<file path="src/rtl/traffic_light.sv">
// traffic_light: highway / country-road crossing controller.
// The highway holds green by default. The country road is served only when a
// car is sensed and the highway minimum green has run out.
// Ports:
//   clk, rst_n       clock (rising edge), asynchronous active-low reset
//   sensor           1 = car waiting on the country road (synchronous to clk)
//   HW_LED, CR_LED   lamps {red, yellow, green}, one-hot, active-high
//   hw_time_display  HW countdown, [13:7] tens digit, [6:0] ones digit,
//                    active-low segments {g,f,e,d,c,b,a}
//   cr_time_display  CR countdown, same format
module traffic_light #(
  parameter int TICK_DIV = 1,
  parameter int HW_GREEN = 30,
  parameter int CR_GREEN = 20,
  parameter int YELLOW   = 3
) (
  input  logic        clk,
  input  logic        rst_n,
  input  logic        sensor,
  output logic [2:0]  HW_LED,
  output logic [2:0]  CR_LED,
  output logic [13:0] hw_time_display,
  output logic [13:0] cr_time_display
);

  localparam int             PW      = (TICK_DIV > 1) ? $clog2(TICK_DIV) : 1;
  localparam logic [PW-1:0]  PRE_MAX = PW'(TICK_DIV - 1);
  localparam logic [6:0]     T_HWG   = 7'(HW_GREEN);
  localparam logic [6:0]     T_CRG   = 7'(CR_GREEN);
  localparam logic [6:0]     T_YEL   = 7'(YELLOW);
  localparam logic [2:0]     L_GRN   = 3'b001;
  localparam logic [2:0]     L_YEL   = 3'b010;
  localparam logic [2:0]     L_RED   = 3'b100;

  typedef enum logic [1:0] {HW_G, HW_Y, CR_G, CR_Y} state_t;

  state_t        state;
  logic [6:0]    count;
  logic [PW-1:0] pre;
  logic          tick;

  assign tick = (pre == PRE_MAX);

  always_ff @(posedge clk or negedge rst_n) begin
    if (!rst_n)    pre <= '0;
    else if (tick) pre <= '0;
    else           pre <= pre + 1'b1;
  end

  // Lamps are registered alongside the state so they change on the same edge.
  always_ff @(posedge clk or negedge rst_n) begin
    if (!rst_n) begin
      state  <= HW_G;
      count  <= T_HWG;
      HW_LED <= L_GRN;
      CR_LED <= L_RED;
    end else if (tick) begin
      unique case (state)
        HW_G: begin
          // count 0 means minimum green already served; wait for a car
          if ((count <= 7'd1) && sensor) begin
            state  <= HW_Y;
            count  <= T_YEL;
            HW_LED <= L_YEL;
          end else if (count == 7'd1) count <= 7'd0;
          else if (count != 7'd0)     count <= count - 7'd1;
        end
        HW_Y: begin
          if (count == 7'd1) begin
            state  <= CR_G;
            count  <= T_CRG;
            HW_LED <= L_RED;
            CR_LED <= L_GRN;
          end else count <= count - 7'd1;
        end
        CR_G: begin
          // road emptied: cut the country-road green short
          if (!sensor || (count == 7'd1)) begin
            state  <= CR_Y;
            count  <= T_YEL;
            CR_LED <= L_YEL;
          end else count <= count - 7'd1;
        end
        CR_Y: begin
          if (count == 7'd1) begin
            state  <= HW_G;
            count  <= T_HWG;
            HW_LED <= L_GRN;
            CR_LED <= L_RED;
          end else count <= count - 7'd1;
        end
        default: ;
      endcase
    end
  end

  function automatic logic [6:0] seg7(input logic [3:0] d);
    case (d)
      4'd0:    seg7 = 7'b1000000;
      4'd1:    seg7 = 7'b1111001;
      4'd2:    seg7 = 7'b0100100;
      4'd3:    seg7 = 7'b0110000;
      4'd4:    seg7 = 7'b0011001;
      4'd5:    seg7 = 7'b0010010;
      4'd6:    seg7 = 7'b0000010;
      4'd7:    seg7 = 7'b1111000;
      4'd8:    seg7 = 7'b0000000;
      4'd9:    seg7 = 7'b0010000;
      default: seg7 = 7'b1111111;
    endcase
  endfunction

  function automatic logic [13:0] two_digit(input logic [6:0] v);
    two_digit = {seg7(4'(v / 7'd10)), seg7(4'(v % 7'd10))};
  endfunction

  // The red road counts down to its own green, so it adds the other road's
  // yellow while that road is still green.
  logic [6:0] hw_val, cr_val;
  always_comb begin
    hw_val = count;
    cr_val = count;
    if (state == HW_G) cr_val = count + T_YEL;
    if (state == CR_G) hw_val = count + T_YEL;
  end

  assign hw_time_display = two_digit(hw_val);
  assign cr_time_display = two_digit(cr_val);

endmodule

</file>
<file path="config.mk">
export PLATFORM = sky130hd
export DESIGN_NAME = traffic_light
export DESIGN_NICKNAME = d
export VERILOG_FILES = /design/src/rtl/traffic_light.sv
export SDC_FILE = /design/constraint.sdc
export NUM_CORES = 1
export LEC_CHECK = 0
export CAP_MARGIN = 20
export CORE_MARGIN = 5
export CORE_UTILIZATION = 55
export DETAILED_ROUTE_END_ITERATION = 10
export GPL_ROUTABILITY_DRIVEN = 0
export PLACE_DENSITY = 0.78
export SLEW_MARGIN = 10
export SYNTH_ARGS = -nofsm -noshare
export SYNTH_HDL_FRONTEND = slang
export SYNTH_SLANG_ARGS = --single-unit
</file>
<file path="constraint.sdc">
create_clock -name clk -period 8.9 [get_ports clk]
set_clock_uncertainty 0.2 [all_clocks]
set_input_delay 1.78 -clock clk [delete_from_list [all_inputs] [get_ports clk]]
set_output_delay 1.78 -clock clk [all_outputs]
set_load 0.01 [all_outputs]
</file>
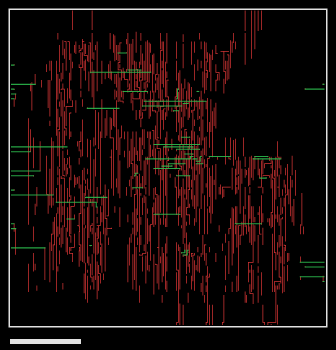
run_1/layers.png
Scale bar: 20 µm. Only two layers are drawn.
Green shows M3, wire length 301 µm. Red shows M2, wire length 4080 µm.

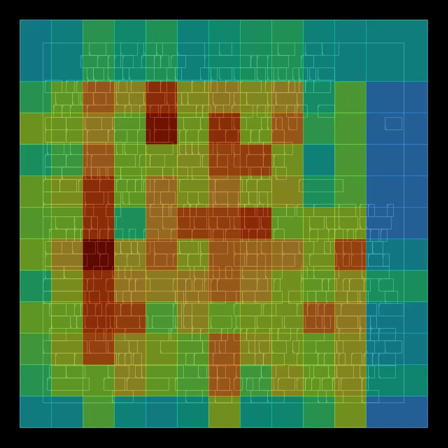
run_1/congestion_map.png
met3 Usage GRT: 1.84%
DR WL/cell: 15.2 µm
met1 global-route usage: 31.2%
layer with the highest usage: met2
final core utilization: 65.4%

==> metrics.cfg, run 1 <==
[yosys]
synthesis.instances=442
ys.flops=15
synthTopCellsByCount=39 x a21oi_1, 38 x nand2_1, 37 x nor2_1

[drt]
dr_wl_met2_um=4080
wl_um=8520

[final_layout]
buffers=58
clkCellAreaFrac_pct=1.13
drive_above_1_share_pct=21.3
nets=523

[clock_tree]
clkTransAtPathRegs_ns=0.06
clock.latency.late_pin_ns=0.25
postCtsSetupBuffers=1
postCtsHoldBufs=0

[global_route]
overflow=0

[run]
warnings=50

[hold_path]
min_path_type=register to register
holdPathStages=1

[placed_design]
hpwlAfterDp_um=6500

[setup_path]
worstSetupPathType=register to primary output

[status]
status=finished, final reports clean

[die]
core_util_floorplan_pct=55.5

[sta]
tightest_slew_ns=0.714

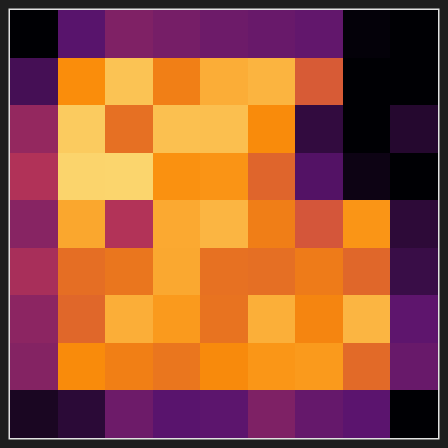
run_1/util_map.png
The die is cut into 9 by 9 equal tiles; black is low, pale yellow is high, 0 to 100% covered.
27% of the tiles are over 75% full. The mean over all tiles is 50%. The emptiest ninth of the die: top right.

## run 1: metrics by stage
stage                     hold WS (ns)  setup WS [ns]
final                            0.311          0.347
after floorplan                  0.351          0.559
after global placement           0.297          0.246
after detailed placement         0.296         0.0174
after CTS                        0.318         0.0216
after global routing             0.344        0.00367
run_1/ff_map.png
Scale bar: 20 µm. Other sequential cells in the stronger grey, the rest of the logic in the fainter grey.
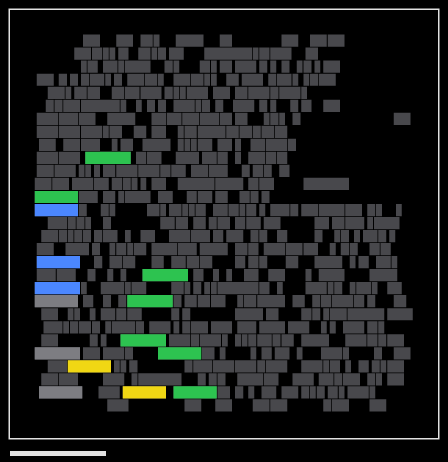

==> run 2: changes to the inputs <==
--- a/config.mk
+++ b/config.mk
@@ -11,7 +11,7 @@
 export DETAILED_ROUTE_END_ITERATION = 10
 export GPL_ROUTABILITY_DRIVEN = 0
 export PLACE_DENSITY = 0.78
-export SLEW_MARGIN = 10
 export SYNTH_ARGS = -nofsm -noshare
 export SYNTH_HDL_FRONTEND = slang
 export SYNTH_SLANG_ARGS = --single-unit
+export TNS_END_PERCENT = 50
==> constraint.sdc (replaced) <==
create_clock -name clk -period 8.05 [get_ports clk]
set_clock_uncertainty 0.2 [all_clocks]
set_input_delay 1.61 -clock clk [delete_from_list [all_inputs] [get_ports clk]]
set_output_delay 1.61 -clock clk [all_outputs]
set_load 0.01 [all_outputs]
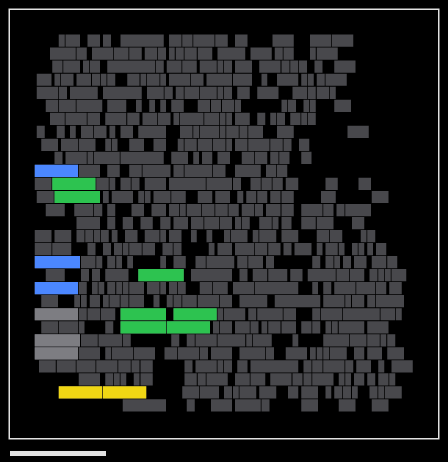
run_2/ff_map.png
Scale bar: 20 µm. Other sequential cells in the stronger grey, the rest of the logic in the fainter grey.
Yellow shows state, flops 2. Blue shows HW_LED, flops 3. Green shows count, flops 7.
Another 3 sequential cells are not coloured.

==> metrics.cfg, run 2 <==
[status]
status=finished, final reports clean

[global_route]
busiest_layer=met2
overflow=0
use_met1_pct=31.7

[final_layout]
final_util_pct=70.2
largest-register=count
drive_above_1_share_pct=28.7

[clock_tree]
htreeDepth=1
clkTransAtPathRegs_ns=0.06
clock.latency.late_pin_ns=0.25

[yosys]
synthTopCellsByCount=39 x a21oi_1, 38 x nand2_1, 37 x nor2_1

[run]
warnings=51

[setup_path]
worstSetupPathType=register to primary output
r2r_end=count[0]

[sta]
hold_viol=0
tightest_slew_ns=0.721
setup-tns-final_ns=0

[hold_path]
holdPathStages=1

[drt]
num_vias=3712
wl_per_cell_um=16.1
wl_um=9480

[die]
core_util_floorplan_pct=55.5
rows=29

[placed_design]
hpwlAfterDp_um=6800

==> run 2: cell type report <==
| cell class | count | area, µm² | area share, % |
|---|---|---|---|
| timing repair buffer | 88 | 757 | 17.3 |
| multi-input combinational | 373 | 2970 | 67.7 |
| inverter | 33 | 131 | 3.00 |
| sequential | 15 | 383 | 8.74 |
| clock inverter | 1 | 5.00 | 0.114 |
| clock buffer | 3 | 41.3 | 0.942 |
| tap | 77 | 96.3 | 2.20 |
==> run 2: what timing repair did <==
action | 4_1_cts | 5_1_grt
setup endpoints to repair | 22 | 28
pin swaps | 5 | 12
buffers inserted | 4 | 15
resized | 14 | 45
run_2/util_map.png
The die is cut into 9 by 9 equal tiles; black is low, pale yellow is high, 0 to 100% covered.
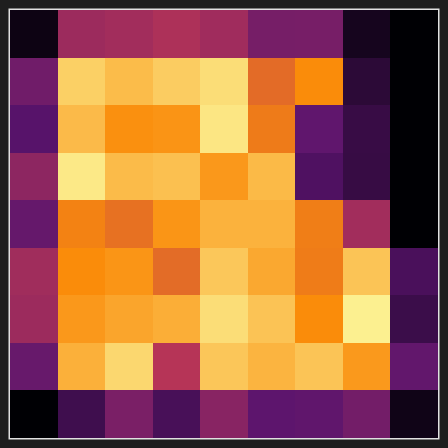

==> run 3: changes to the inputs <==
--- a/config.mk
+++ b/config.mk
@@ -6,6 +6,7 @@
 export NUM_CORES = 1
 export LEC_CHECK = 0
 export CAP_MARGIN = 20
+export CORE_ASPECT_RATIO = 1.75
 export CORE_MARGIN = 5
 export CORE_UTILIZATION = 55
 export DETAILED_ROUTE_END_ITERATION = 10
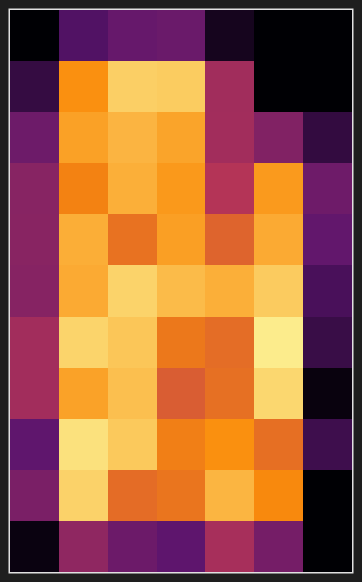
run_3/util_map.png
The die is cut into 7 by 11 equal tiles; black is low, pale yellow is high, 0 to 100% covered.
Core ar.: 0.00618 mm²
Init Core Util: 56.1%
final core utilization: 69.9%

==> metrics.cfg, run 3 <==
[drt]
wl_um=9550
wl_per_cell_um=16.4

[global_route]
busiest_layer=met2
overflow=0
use_met1_pct=23.0

[final_layout]
inv_count=33
flop-count=15
buffers=78
final-comb-area_mm2=0.00298
largest-register=count
seq_share_pct=8.87

[sta]
worst_slack_ns=0.263
hold_viol=0

[clock_tree]
htreeDepth=1
postCtsHoldBufs=0
postCtsSetupBuffers=4

[setup_path]
worstSetupPathType=register to primary output

[yosys]
synthTopCellsByCount=39 x a21oi_1, 38 x nand2_1, 37 x nor2_1

[die]
tap_cells=80
rows=38

[status]
status=finished, final reports clean

run 3: per-layer routing:
| layer | vias to the layer above | wire length [µm] | part of all wire, % |
|---|---|---|---|
| li1 | 1773 | - | - |
| met1 | 1738 | 3490 | 37 |
| met2 | 127 | 5280 | 55 |
| met3 | 45 | 348 | 3.6 |
| met4 | 0 | 419 | 4.4 |
| met5 | - | 0 | 0 |
run 3: worst min-delay path by stage:
stage / from / endpoint / slack (ns) / depth (start not counted)
finish: CR_LED[1] / CR_LED[1] / 0.31 / 1
detailed placement: HW_LED[2] / HW_LED[2] / 0.30 / 1
floorplan: HW_LED[1] / HW_LED[1] / 0.35 / 1
global route: CR_LED[1] / CR_LED[1] / 0.34 / 1
global placement: CR_LED[0] / CR_LED[0] / 0.29 / 1
CTS: CR_LED[1] / CR_LED[1] / 0.32 / 1

==> gallery <==
Placement by cell class.
Scale bar: 20 µm. Fill, decap, tap and diode cells in grey.
(a)
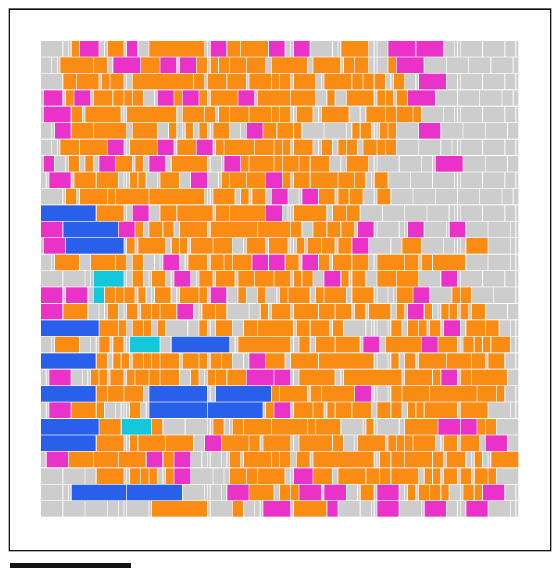
(b)
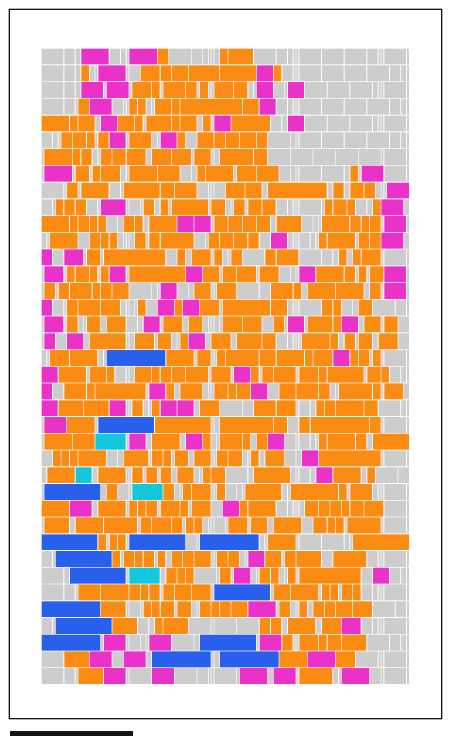
(a) is run 2.
(b) is run 3.

Key to (b):
Blue shows registers, cells 15, share of their area 9.1%. Magenta shows remaining buffers and delay cells, cells 78, share of their area 16%. Orange shows remaining logic cells, cells 406, share of their area 74%. Cyan shows clock drivers and dummy loads, cells 4, share of their area 1.2%.

